==> src/rtl/fetch_stage.sv <==
`default_nettype none
// ============================================================================
// Module   : fetch_stage
// Brief    : Instruction fetch stage. Owns the architectural PC, drives the
//            instruction-memory request, captures returned words into the
//            IF/ID register and halts on an HLT fetch until flushed or reset.
//            Optional macro FETCH_PERF_CNT_EN adds saturating fetch, bubble
//            and flush event counters.
// Revision : 1.0 - initial release
// ============================================================================
module fetch_stage #(
    parameter logic [15:0] RESET_PC    = 16'h0000,
    parameter logic [3:0]  HALT_OPCODE = 4'hF,
    parameter logic [15:0] NOP_INSTR   = 16'h0000
) (
    input  logic        clk,
    input  logic        rst_n,
    input  logic [15:0] Next_pc,
    input  logic        Flush,
    input  logic        Stall,
    input  logic        Imem_rdy,
    input  logic [15:0] Imem_data,
    output logic        Imem_req,
    output logic [15:0] Imem_addr,
    output logic [15:0] Pc,
    output logic [15:0] If_instr,
    output logic [15:0] If_pc,
    output logic        If_valid,
    output logic        Halted
`ifdef FETCH_PERF_CNT_EN
    ,
    output logic [15:0] Fetch_cnt,
    output logic [15:0] Bubble_cnt,
    output logic [15:0] Flush_cnt
`endif
);

    typedef enum logic [0:0] {
        S_RUN    = 1'b0,
        S_HALTED = 1'b1
    } state_t;

    localparam logic [15:0] c_cnt_max = 16'hFFFF;

    state_t      r_state;
    state_t      w_state_nxt;
    logic [15:0] r_pc;
    logic [15:0] w_pc_nxt;
    logic [15:0] r_if_instr;
    logic [15:0] w_if_instr_nxt;
    logic [15:0] r_if_pc;
    logic [15:0] w_if_pc_nxt;
    logic        r_if_valid;
    logic        w_if_valid_nxt;

    logic        w_run;
    logic        w_accept;
    logic        w_bubble;
    logic        w_is_hlt;

    assign w_run     = (r_state == S_RUN);
    assign w_accept  = w_run && !Stall && !Flush && Imem_rdy;
    assign w_bubble  = w_run && !Stall && !Flush && !Imem_rdy;
    assign w_is_hlt  = (Imem_data[15:12] == HALT_OPCODE);

    assign Imem_req  = w_run && !Stall && !Flush;
    assign Imem_addr = r_pc;
    assign Pc        = r_pc;
    assign If_instr  = r_if_instr;
    assign If_pc     = r_if_pc;
    assign If_valid  = r_if_valid;
    assign Halted    = (r_state == S_HALTED);

    // Next-state and IF/ID update: Flush beats Stall beats accept beats wait
    always_comb begin
        w_state_nxt    = r_state;
        w_pc_nxt       = r_pc;
        w_if_instr_nxt = r_if_instr;
        w_if_pc_nxt    = r_if_pc;
        w_if_valid_nxt = r_if_valid;
        case (r_state)
            S_RUN: begin
                if (Flush) begin
                    w_pc_nxt       = Next_pc;
                    w_if_valid_nxt = 1'b0;
                    w_if_instr_nxt = NOP_INSTR;
                end else if (Stall) begin
                    w_pc_nxt       = r_pc;
                end else if (Imem_rdy) begin
                    w_if_instr_nxt = Imem_data;
                    w_if_pc_nxt    = r_pc;
                    w_if_valid_nxt = 1'b1;
                    if (w_is_hlt) begin
                        w_state_nxt = S_HALTED;
                    end else begin
                        w_pc_nxt    = Next_pc;
                    end
                end else begin
                    w_if_valid_nxt = 1'b0;
                end
            end
            S_HALTED: begin
                if (Flush) begin
                    // An older branch squashed the speculatively fetched HLT
                    w_pc_nxt       = Next_pc;
                    w_if_valid_nxt = 1'b0;
                    w_if_instr_nxt = NOP_INSTR;
                    w_state_nxt    = S_RUN;
                end else if (!Stall) begin
                    w_if_valid_nxt = 1'b0;
                end
            end
            default: begin
                w_state_nxt = S_RUN;
            end
        endcase
    end

    // State, PC and IF/ID registers with synchronous active-low reset
    always_ff @(posedge clk) begin
        if (!rst_n) begin
            r_state    <= S_RUN;
            r_pc       <= RESET_PC;
            r_if_instr <= NOP_INSTR;
            r_if_pc    <= 16'h0000;
            r_if_valid <= 1'b0;
        end else begin
            r_state    <= w_state_nxt;
            r_pc       <= w_pc_nxt;
            r_if_instr <= w_if_instr_nxt;
            r_if_pc    <= w_if_pc_nxt;
            r_if_valid <= w_if_valid_nxt;
        end
    end

`ifdef FETCH_PERF_CNT_EN
    logic [15:0] r_fetch_cnt;
    logic [15:0] r_bubble_cnt;
    logic [15:0] r_flush_cnt;

    assign Fetch_cnt  = r_fetch_cnt;
    assign Bubble_cnt = r_bubble_cnt;
    assign Flush_cnt  = r_flush_cnt;

    // Saturating event counters; only flushes are counted while halted
    always_ff @(posedge clk) begin
        if (!rst_n) begin
            r_fetch_cnt  <= 16'h0000;
            r_bubble_cnt <= 16'h0000;
            r_flush_cnt  <= 16'h0000;
        end else begin
            if (w_accept && (r_fetch_cnt != c_cnt_max)) begin
                r_fetch_cnt <= r_fetch_cnt + 16'd1;
            end
            if (w_bubble && (r_bubble_cnt != c_cnt_max)) begin
                r_bubble_cnt <= r_bubble_cnt + 16'd1;
            end
            if (Flush && (r_flush_cnt != c_cnt_max)) begin
                r_flush_cnt <= r_flush_cnt + 16'd1;
            end
        end
    end
`endif

endmodule
`default_nettype wire
==> config.mk <==
export PLATFORM = sky130hd
export DESIGN_NAME = fetch_stage
export DESIGN_NICKNAME = d
export VERILOG_FILES = /design/src/rtl/fetch_stage.sv
export SDC_FILE = /design/constraint.sdc
export NUM_CORES = 1
export LEC_CHECK = 0
export CAP_MARGIN = 20
export CELL_PAD_IN_SITES_DETAIL_PLACEMENT = 1
export CELL_PAD_IN_SITES_GLOBAL_PLACEMENT = 1
export CORE_MARGIN = 2
export CORE_UTILIZATION = 31
export DETAILED_ROUTE_END_ITERATION = 8
export GPL_TIMING_DRIVEN = 0
export PLACE_DENSITY_LB_ADDON = 0.1
export SETUP_SLACK_MARGIN = 0.2
export SLEW_MARGIN = 15
export SYNTH_ARGS = -nofsm -noshare
export SYNTH_HDL_FRONTEND = slang
export SYNTH_SLANG_ARGS = --single-unit
export TNS_END_PERCENT = 5
==> constraint.sdc <==
create_clock -name clk -period 3.38 [get_ports clk]
set_input_delay 0.507 -clock clk [delete_from_list [all_inputs] [get_ports clk]]
set_output_delay 0.507 -clock clk [all_outputs]
set_load 0.01 [all_outputs]
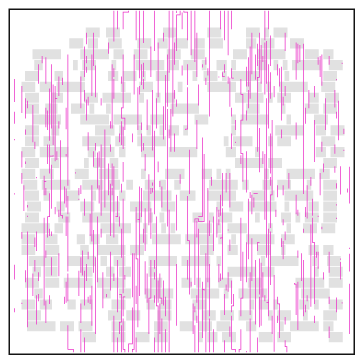
run_1/m2.png
Scale: 4 px per um. Cells faint in the background.
The layer carries 3000 um of wire. The wires run mostly vertical. The layer holds 49% of the routed length. 319 nets have wire on it.

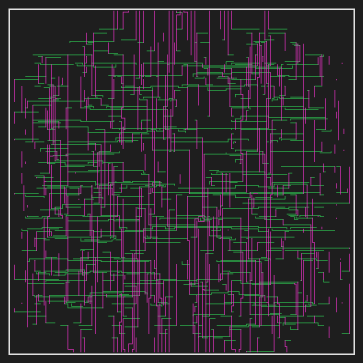
run_1/layers.png
Scale: 4 px per um. Two of the layers only.
Magenta marks M2, wire length 3000 um. Green marks M1, wire length 2690 um.

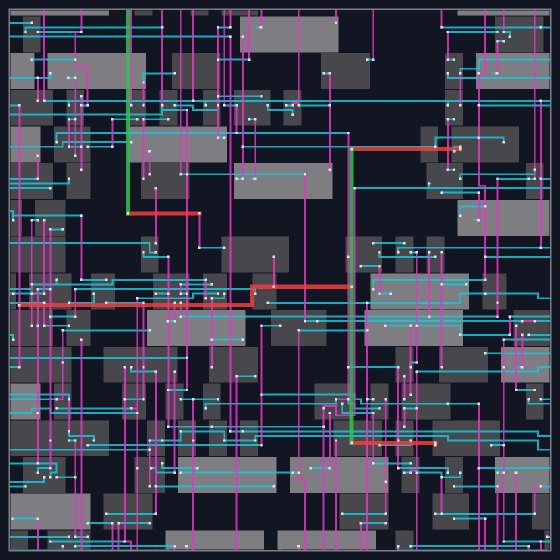
run_1/closeup.png
Region (23, 23) to (63, 63) um. Cells in grey, sequential cells in the stronger grey; small squares are vias.
Magenta marks M2. Green marks M4. Cyan marks M1. Red marks M3.
Sequential cells in the window: 15. Most frequent: nand2_1 (19), dfxtp_1 (15). 84 logic cells have their middle in the window. Netlist names of flops here include If_pc (7), Imem_addr (4), If_instr (3).

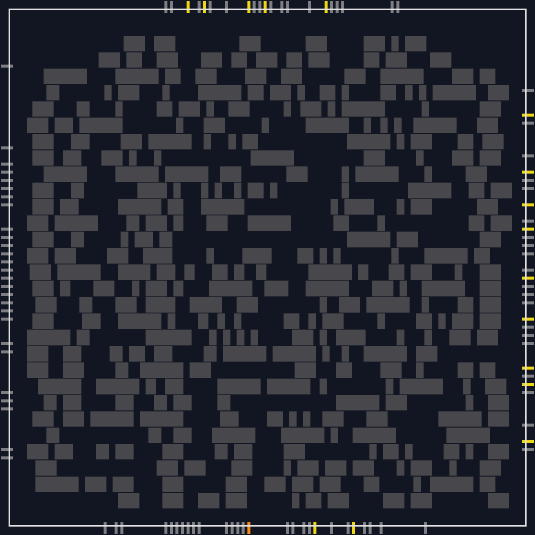
run_1/pinout.png
Scale: 6 px per um. Pins as bars across the die edge, other pins in grey.
Orange marks If_valid, pins 1, direction output, edge bottom. Yellow marks Imem_addr, pins 16, direction output, edge 9 right, 5 top, 2 bottom.
All pins by edge: 29 right, 27 left, 27 bottom, 21 top.

==> impl.org, run 1 <==
* Implementation run

** Outcome
- The run finished, with violations left.
- The checks that failed: DRC.

** GRT
- The via count of the first global-routing pass came to 1998.
- Overall routing resource usage recorded by global route was 0.175.

** Power and ir drop
- Combinational power for this build is 0.000232 W.
- Net Switching :: 0.000307 W
- Combinational fraction of design power :: 0.189

** Routing
- Number of optimization iterations in the first detailed-route pass :: 8
- Post-route DRC violation count :: 5
- The detailed router reported a total wirelength of 6090 um.

** Hold path
- Hold crit path type :: register to register

** Placed design
- Number of cells in the design after placement :: 402
- Summed over all nets, the half-perimeter wirelength after detailed placement is 4420 um.

** Clock network
- The CTS report gives the tree buffer count as 5.
- Hold repair after CTS inserted 0 buffers.
- In this run the clock root is driven by a sky130_fd_sc_hd__clkbuf_8.
- Buffers inserted during post-CTS setup optimization :: 0

** Floorplanning
- Area of the placeable core :: 6420 um2

** Logic synthesis
- Count of unique library cells instantiated by Yosys :: 24

** Critical path
- STA classifies the critical path endpoint as an output port.

** Run
- Across the run, the number of max-cap violations was 0.

** Final timing
- Based on the critical path, the design can be clocked at up to 433 MHz.

** Cells and area
- The layout report lists the multi-input gate area as 877 um2.
-- run 1: cells in the mapped netlist (all sizes together) --
cell / count / area share
a21boi: 17 / 0.061
a32oi: 15 / 0.063
and3: 1 / 0.0030
and4: 1 / 0.0042
buf: 23 / 0.078
clkbuf: 9 / 0.016
clkinv: 1 / 0.0018
dfxtp: 50 / 0.48
mux2: 1 / 0.0072
mux2i: 16 / 0.077
nand2: 64 / 0.12
nand2b: 1 / 0.0030
nand3: 1 / 0.0024
nor2b: 16 / 0.048
nor3: 1 / 0.0024
nor4b: 2 / 0.011
o21a: 1 / 0.0036
o31ai: 1 / 0.010
or3b: 1 / 0.0042
or4b: 1 / 0.0048
-- run 1: worst max-delay path by stage --
stage	start	end	slack (ns)	cells past startpoint
CTS	Flush	Imem_req	1.06	3
global placement	Stall	Imem_addr[11]	1.04	5
global route	Flush	Imem_req	0.99	3
finish	Flush	Imem_req	1.07	3
floorplan	Stall	Imem_addr[10]	1.82	4
detailed placement	Stall	Imem_addr[6]	1.02	5
-- run 1: critical path, delay by kind of cell --
family | cells | cell delay (ns)
buffers and inverters | 2 | 1.08
AND/OR/NAND/NOR | 1 | 0.21
-- run 1: layer usage --
layer | wire length (um) | up-vias
met5 | 0 | -
met4 | 51 | 0
met3 | 356 | 5
met2 | 3000 | 62
met1 | 2690 | 905
li1 | - | 951
-- run 1: cells by family after synthesis --
kind of cell	after synthesis	synth area share
multiplexers	17	0.0843
AND-OR/OR-AND	34	0.139
buffers and inverters	33	0.0958
AND/OR/NAND/NOR	89	0.199
flip-flops	50	0.482
-- run 1: final cells by class --
type	count	share of cell area
plain buffers	32	0.0594
clock inverters	1	0.00152
clock buffers	7	0.0263
inverters	1	0.00114
well taps	77	0.0293
flip-flops and latches	50	0.305
repair buffers	102	0.311
multi-input cells	140	0.267
run_1/placed.png
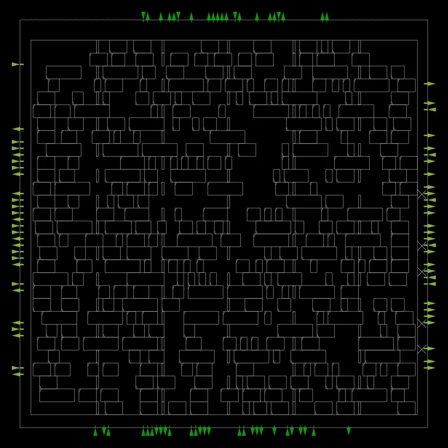

--- run 2 (diff from run 1) ---
- CORE_UTILIZATION: 31 -> 26
- clock period: 3.38 -> 1.9 ns (I/O delays scaled with it)
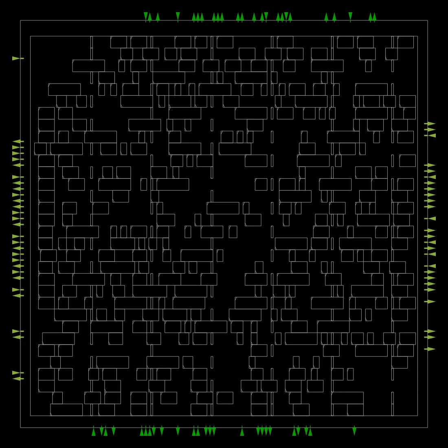
run_2/placed.png
number of rows in the core area: 32
fraction of standard cell area that is sequential: 0.303
final sequential cell count: 50
number of filler instances in the final layout: 891
area of the placeable core: 7730 um2

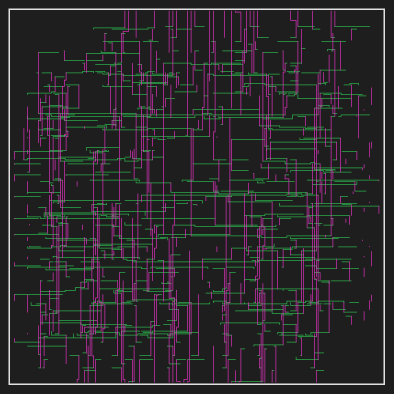
run_2/layers.png
Scale: 4 px per um. Two of the layers only.
Magenta marks M2, wire length 3000 um. Green marks M1, wire length 2760 um.

==> impl.org, run 2 <==
* Implementation run

** Cells and area
- The area growth from synthesis to layout is 59.2%.
- Ratio of cells with drive above 1 in the final layout :: 0.0991
- The multi-input logic area came to 877 um2 (unchanged).

** Hold path
- Hold crit path type :: primary input to register
- Worst hold path cell count :: 3

** Critical path
- The worst setup path is captured at an output port.
- Critical path launch point :: Imem_addr[13]
- The timing report shows that the slowest cell on the worst path is sky130_fd_sc_hd__clkdlybuf4s50_1.
- CP delay by family, top :: buffers and inverters
- The number of buffers and inverters on the critical path is 2 (unchanged).

** Logic synthesis
- Commonest cells in the netlist :: sky130_fd_sc_hd__nand2_1 (64), sky130_fd_sc_hd__dfxtp_1 (50), sky130_fd_sc_hd__buf_4 (16), sky130_fd_sc_hd__mux2i_1 (16), sky130_fd_sc_hd__nor2b_1 (16)
- The synthesis stats list as the most numerous cell sky130_fd_sc_hd__nand2_1.
- The fraction of post-synthesis cell area in the top cell type by area is 0.482 (unchanged).
- Post-synth the commonest register cell is sky130_fd_sc_hd__dfxtp_1.
- Most area-consuming cells after synthesis :: sky130_fd_sc_hd__dfxtp_1 (48%), sky130_fd_sc_hd__nand2_1 (12%), sky130_fd_sc_hd__mux2i_1 (7.7%), sky130_fd_sc_hd__a32oi_1 (6.3%), sky130_fd_sc_hd__buf_4 (5.8%)
- The post-synth tally of flip-flops with integrated enable was 0 (unchanged).
- Count of unique library cells instantiated by Yosys :: 24 (unchanged)
- Post-synthesis async set-or-reset flop share :: 0 (unchanged)

** Power and ir drop
- The combinational cell power came to 0.000409 W (+76%).
- Combinational fraction of design power :: 0.192 (+0.003)
- The switching power came to 0.000537 W (+75%).

** Routing
- Signal nets in the final route climb as high as met4.
- The detailed-routing wirelength on met1 came to 2760 um (+2.5%).
- Once detail routing completed, the nets flagged for antenna violations numbered 0.
- The detailed-route wire length was 6210 um (+1.9%).
- Met2 layer wire length in the routed design :: 3000 um (-0.10%)
- Number of optimization iterations in the first detailed-route pass :: 4 (-4)
- Wire length on met3 :: 376 um (+5.6%)

** GRT
- Number of global-route vias before repair :: 1992 (-0.30%)
- Overall routing resource usage :: 0.148 (-0.0266)
- Global route total overflow :: 0
- Global routing usage on met1 :: 0.181
- The first global-routing pass estimated 9970 um of wire.

** Final timing
- Timing would allow up to 606 MHz.
- Across the routed clock network, the largest skew measured is 0.00600 ns.

** Run
- Number of violations of the max-capacitance limit :: 0 (unchanged)

** Clock network
- The total CTS buffers came to 5 (unchanged).
- In this run the clock root is driven by a sky130_fd_sc_hd__clkbuf_8.

** Placed design
- The HPWL reported at the end of detailed placement came to 4490 um (+1.8%).
- The count of placed standard cells including taps was 427 (+6.2%).

** Floorplanning
- FP Core Util :: 0.269

** Outcome
- The run finished with clean final reports.
==> run 2: cell counts after synthesis <==
Identical to the previous run, type by type.
==> run 2: worst max-delay path by stage <==
stage	end	slack [ns]	cells past startpoint
after floorplan	If_instr[13]	0.41	4
after global routing	If_instr[5]	0.15	5
final	Pc[13]	0.25	2
after CTS	Imem_addr[7]	0.21	5
after detailed placement	Imem_addr[11]	-0.24	5
after global placement	Imem_addr[11]	-0.23	5
==> run 2: worst reg2reg max path, stage by stage (launching register included) <==
cell and delay [ns]:
sky130_fd_sc_hd__dfxtp_2 0.38, sky130_fd_sc_hd__or4b_1 0.55, sky130_fd_sc_hd__buf_2 0.20, sky130_fd_sc_hd__buf_2 0.21, sky130_fd_sc_hd__nand2_1 0.09, sky130_fd_sc_hd__a21boi_1 0.06
==> run 2: stage by stage <==
step | power, W | hold WS (ns)
floorplan | 0.00132 | 0.427
global placement | 0.00156 | 0.440
detailed placement | 0.00156 | 0.444
CTS | 0.00217 | 0.385
global route | 0.00225 | 0.428
finish | 0.00213 | 0.389
==> run 2: kinds of logic (layout without fill, tap and decap cells) <==
group	after synthesis	after routing	synth area share
flip-flops	50	50	0.482
buffers and inverters	33	143	0.0958
multiplexers	17	17	0.0843
AND-OR/OR-AND	34	34	0.139
AND/OR/NAND/NOR	89	89	0.199
==> run 2: timing repair <==
action | in CTS | in global routing
pin swaps | 0 | 1
setup buffers | 0 | 1
resized | 4 | 0
hold buffers | 0 | 0
setup endpoints to repair | 32 | 17
==> run 2: cell type report <==
| cell class | count | area share |
|---|---|---|
| Buffer | 32 | 0.0590 |
| Clock buffer | 7 | 0.0231 |
| Inverter | 1 | 0.00114 |
| Multi-Input combinational cell | 140 | 0.265 |
| Sequential cell | 50 | 0.303 |
| Tap cell | 102 | 0.0386 |
| Timing Repair Buffer | 103 | 0.310 |
run_2/pinout.png
Scale: 4 px per um. Pins as bars across the die edge, other pins in grey.
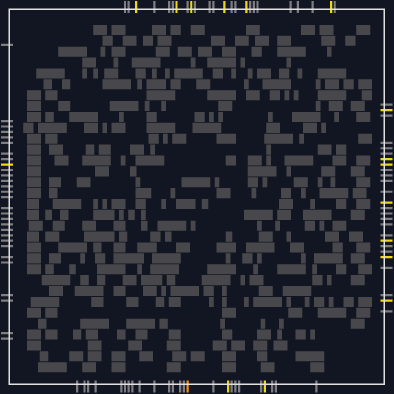

--- run 3 (diff from run 2) ---
- CORE_ASPECT_RATIO: unset -> 0.5
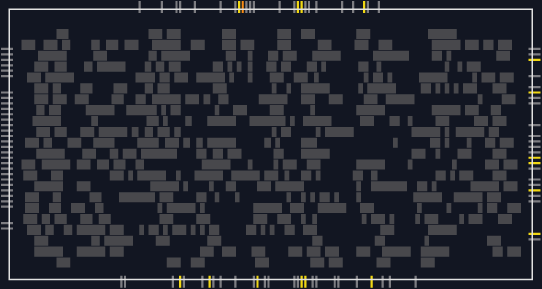
run_3/pinout.png
Scale: 4 px per um. Pins as bars across the die edge, other pins in grey.
Yellow marks Imem_addr, pins 16, direction output, edge 6 bottom, 6 right, 4 top. Orange marks If_valid, pins 1, direction output, edge top.
All pins by edge: 30 left, 27 bottom, 24 top, 23 right.

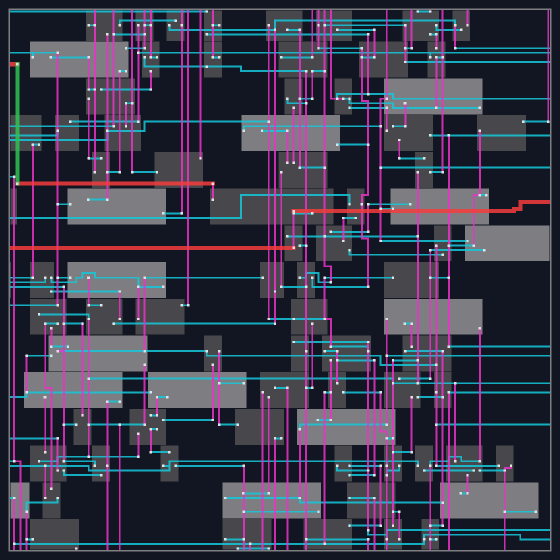
run_3/closeup.png
Region (45, 14) to (85, 54) um. Cells in grey, sequential cells in the stronger grey; small squares are vias.
Red marks M3. Magenta marks M2. Green marks M4. Cyan marks M1.
Most frequent: nand2_1 (25), dfxtp_1 (14), clkdlybuf4s50_1 (11). Sequential cells in the window: 14. Netlist names of flops here include If_pc (7), Imem_addr (6). 78 logic cells have their middle in the window.

==> impl.org, run 3 <==
* Implementation run

** Cells and area
- Count of non-CTS inverters in the layout :: 1 (unchanged)
- The layout clock buffer count is 7 (unchanged).
- The non-clock buffer count in the final layout is 139 (+3.0%).
- Fraction of standard cell area that is sequential :: 0.293 (-0.0102)
- The number of combinational gates with multiple inputs came to 140 (unchanged).
- Final sequential cell count :: 50 (unchanged)
- Ratio of cells with drive above 1 in the final layout :: 0.115 (+0.0163)
- Final instance area :: 3420 um2
- The fraction of area in clock buffers and inverters came to 0.0432 (+0.0201).
- Layout Area Growth over Synthesis :: 64.6%
- Among all cell classes, the greatest summed area belongs to non-clock buffers.
- The data-path buffer share of cell area in the final layout is 0.367 (-0.00214).
- The multi-input logic area is 877 um2 (unchanged).
- Fraction of area in multi-input gates :: 0.257 (-0.00864)

** Logic synthesis
- Looking at the gate-level netlist, the highest instance count belongs to sky130_fd_sc_hd__nand2_1.
- The fraction of post-synthesis cell area in the top cell type by area is 0.482 (unchanged).
- The post-synth tally of flip-flops with integrated enable is 0 (unchanged).
- The distinct cell type count after synthesis came to 24 (unchanged).
- Most area-consuming cells after synthesis :: sky130_fd_sc_hd__dfxtp_1 (48%), sky130_fd_sc_hd__nand2_1 (12%), sky130_fd_sc_hd__mux2i_1 (7.7%), sky130_fd_sc_hd__a32oi_1 (6.3%), sky130_fd_sc_hd__buf_4 (5.8%)
- The async set or reset register ratio after synthesis came to 0 (unchanged).
- Most used flip-flop cell after synthesis :: sky130_fd_sc_hd__dfxtp_1

** GRT
- Global route total overflow :: 0 (unchanged)
- The via count of the first global-routing pass is 2027 (+1.8%).

** Critical path
- Critical path launch point :: Halted
- Total stage count of the critical path :: 1 (-1)
- The kind of cell with the highest combined delay along the critical path is buffers and inverters.
- Per the STA report, the cell with the highest stage delay on the worst path is sky130_fd_sc_hd__clkdlybuf4s50_1.
- STA classifies the critical path endpoint as an output port.
- Setup slack, reg-to-reg :: 0.29 ns
- Setup crit end :: Halted

** Final timing
- Worst hold margin :: 0.441 ns (+0.0516 ns)
- Max Fclk :: 579 MHz (-4.5%)
- Clock Skews :: 0.00321 ns (-0.00279 ns)

** Floorplanning
- TAP cells :: 108 (+5.9%)
- FP Core Util :: 0.275 (+0.00660)
- The area inside the core boundary came to 7540 um2 (-2.4%).

** Hold path
- The min-delay analysis places its worst path in the category primary input to register.

** Clock network
- Number of buffers inserted during clock tree synthesis :: 5 (unchanged)
- TritonCTS built the clock tree.
- The number of buffers added to fix hold violations after cts was 0 (unchanged).

** Outcome
- Result of the run :: complete, no violations

** Run
- The max-cap check violation count is 0 (unchanged).

** Placed design
- Port buffering added around 100 buffers.
- The count of placed standard cells including taps was 433 (+1.4%).

** Routing
- Wirelength, routed :: 6490 um (+4.5%)
[run 3: cell count changes in the layout (fill, tap and decap cells not counted)]
cell,delta
sky130_fd_sc_hd__clkdlybuf4s50_1,+2
sky130_fd_sc_hd__dfxtp_1,+1
sky130_fd_sc_hd__clkbuf_2,+1
sky130_fd_sc_hd__clkbuf_8,-4
sky130_fd_sc_hd__clkbuf_1,-2
sky130_fd_sc_hd__dlygate4sd2_1,-2
sky130_fd_sc_hd__buf_4,+4
sky130_fd_sc_hd__clkbuf_16,+5
sky130_fd_sc_hd__clkinv_2,+1
sky130_fd_sc_hd__dfxtp_2,-1
[run 3: worst min-delay path by stage]
stage	to	slack (ns)	depth (start not counted)
4_1_cts	Imem_addr[13]	0.44	3
5_1_grt	If_pc[5]	0.49	2
6_report	Imem_addr[13]	0.44	3
3_3_place_gp	If_pc[13]	0.44	2
2_1_floorplan	Imem_addr[0]	0.43	2
3_5_place_dp	If_pc[12]	0.45	2
[run 3: cells by family after synthesis]
kind of cell / share of synthesized area
AND/OR/NAND/NOR: 0.199
flip-flops: 0.482
AND-OR/OR-AND: 0.139
buffers and inverters: 0.0958
multiplexers: 0.0843
[run 3: per-layer routing]
metal,GRT usage,routed length [um],vias to the layer above
li1,-,-,962
met1,0.176,2830,890
met2,0.277,3030,60
met3,0.0729,583,7
met4,0.0399,48,0
met5,0,0,-
[run 3: where the power goes]
group | switching, W | internal (W) | total [W]
clock | 0.000382 | 0.000523 | 0.000905
combinational | 0.000166 | 0.000256 | 0.000423
sequential | 0.0000330 | 0.00109 | 0.00112
total | 0.000581 | 0.00187 | 0.00245
[run 3: repair_timing]
item | CTS | global route
resized | 1 | 2
setup endpoints to repair | 22 | 44
pin swaps | 0 | 1
buffers inserted | 0 | 5
Power and IR drop assume default switching activity.
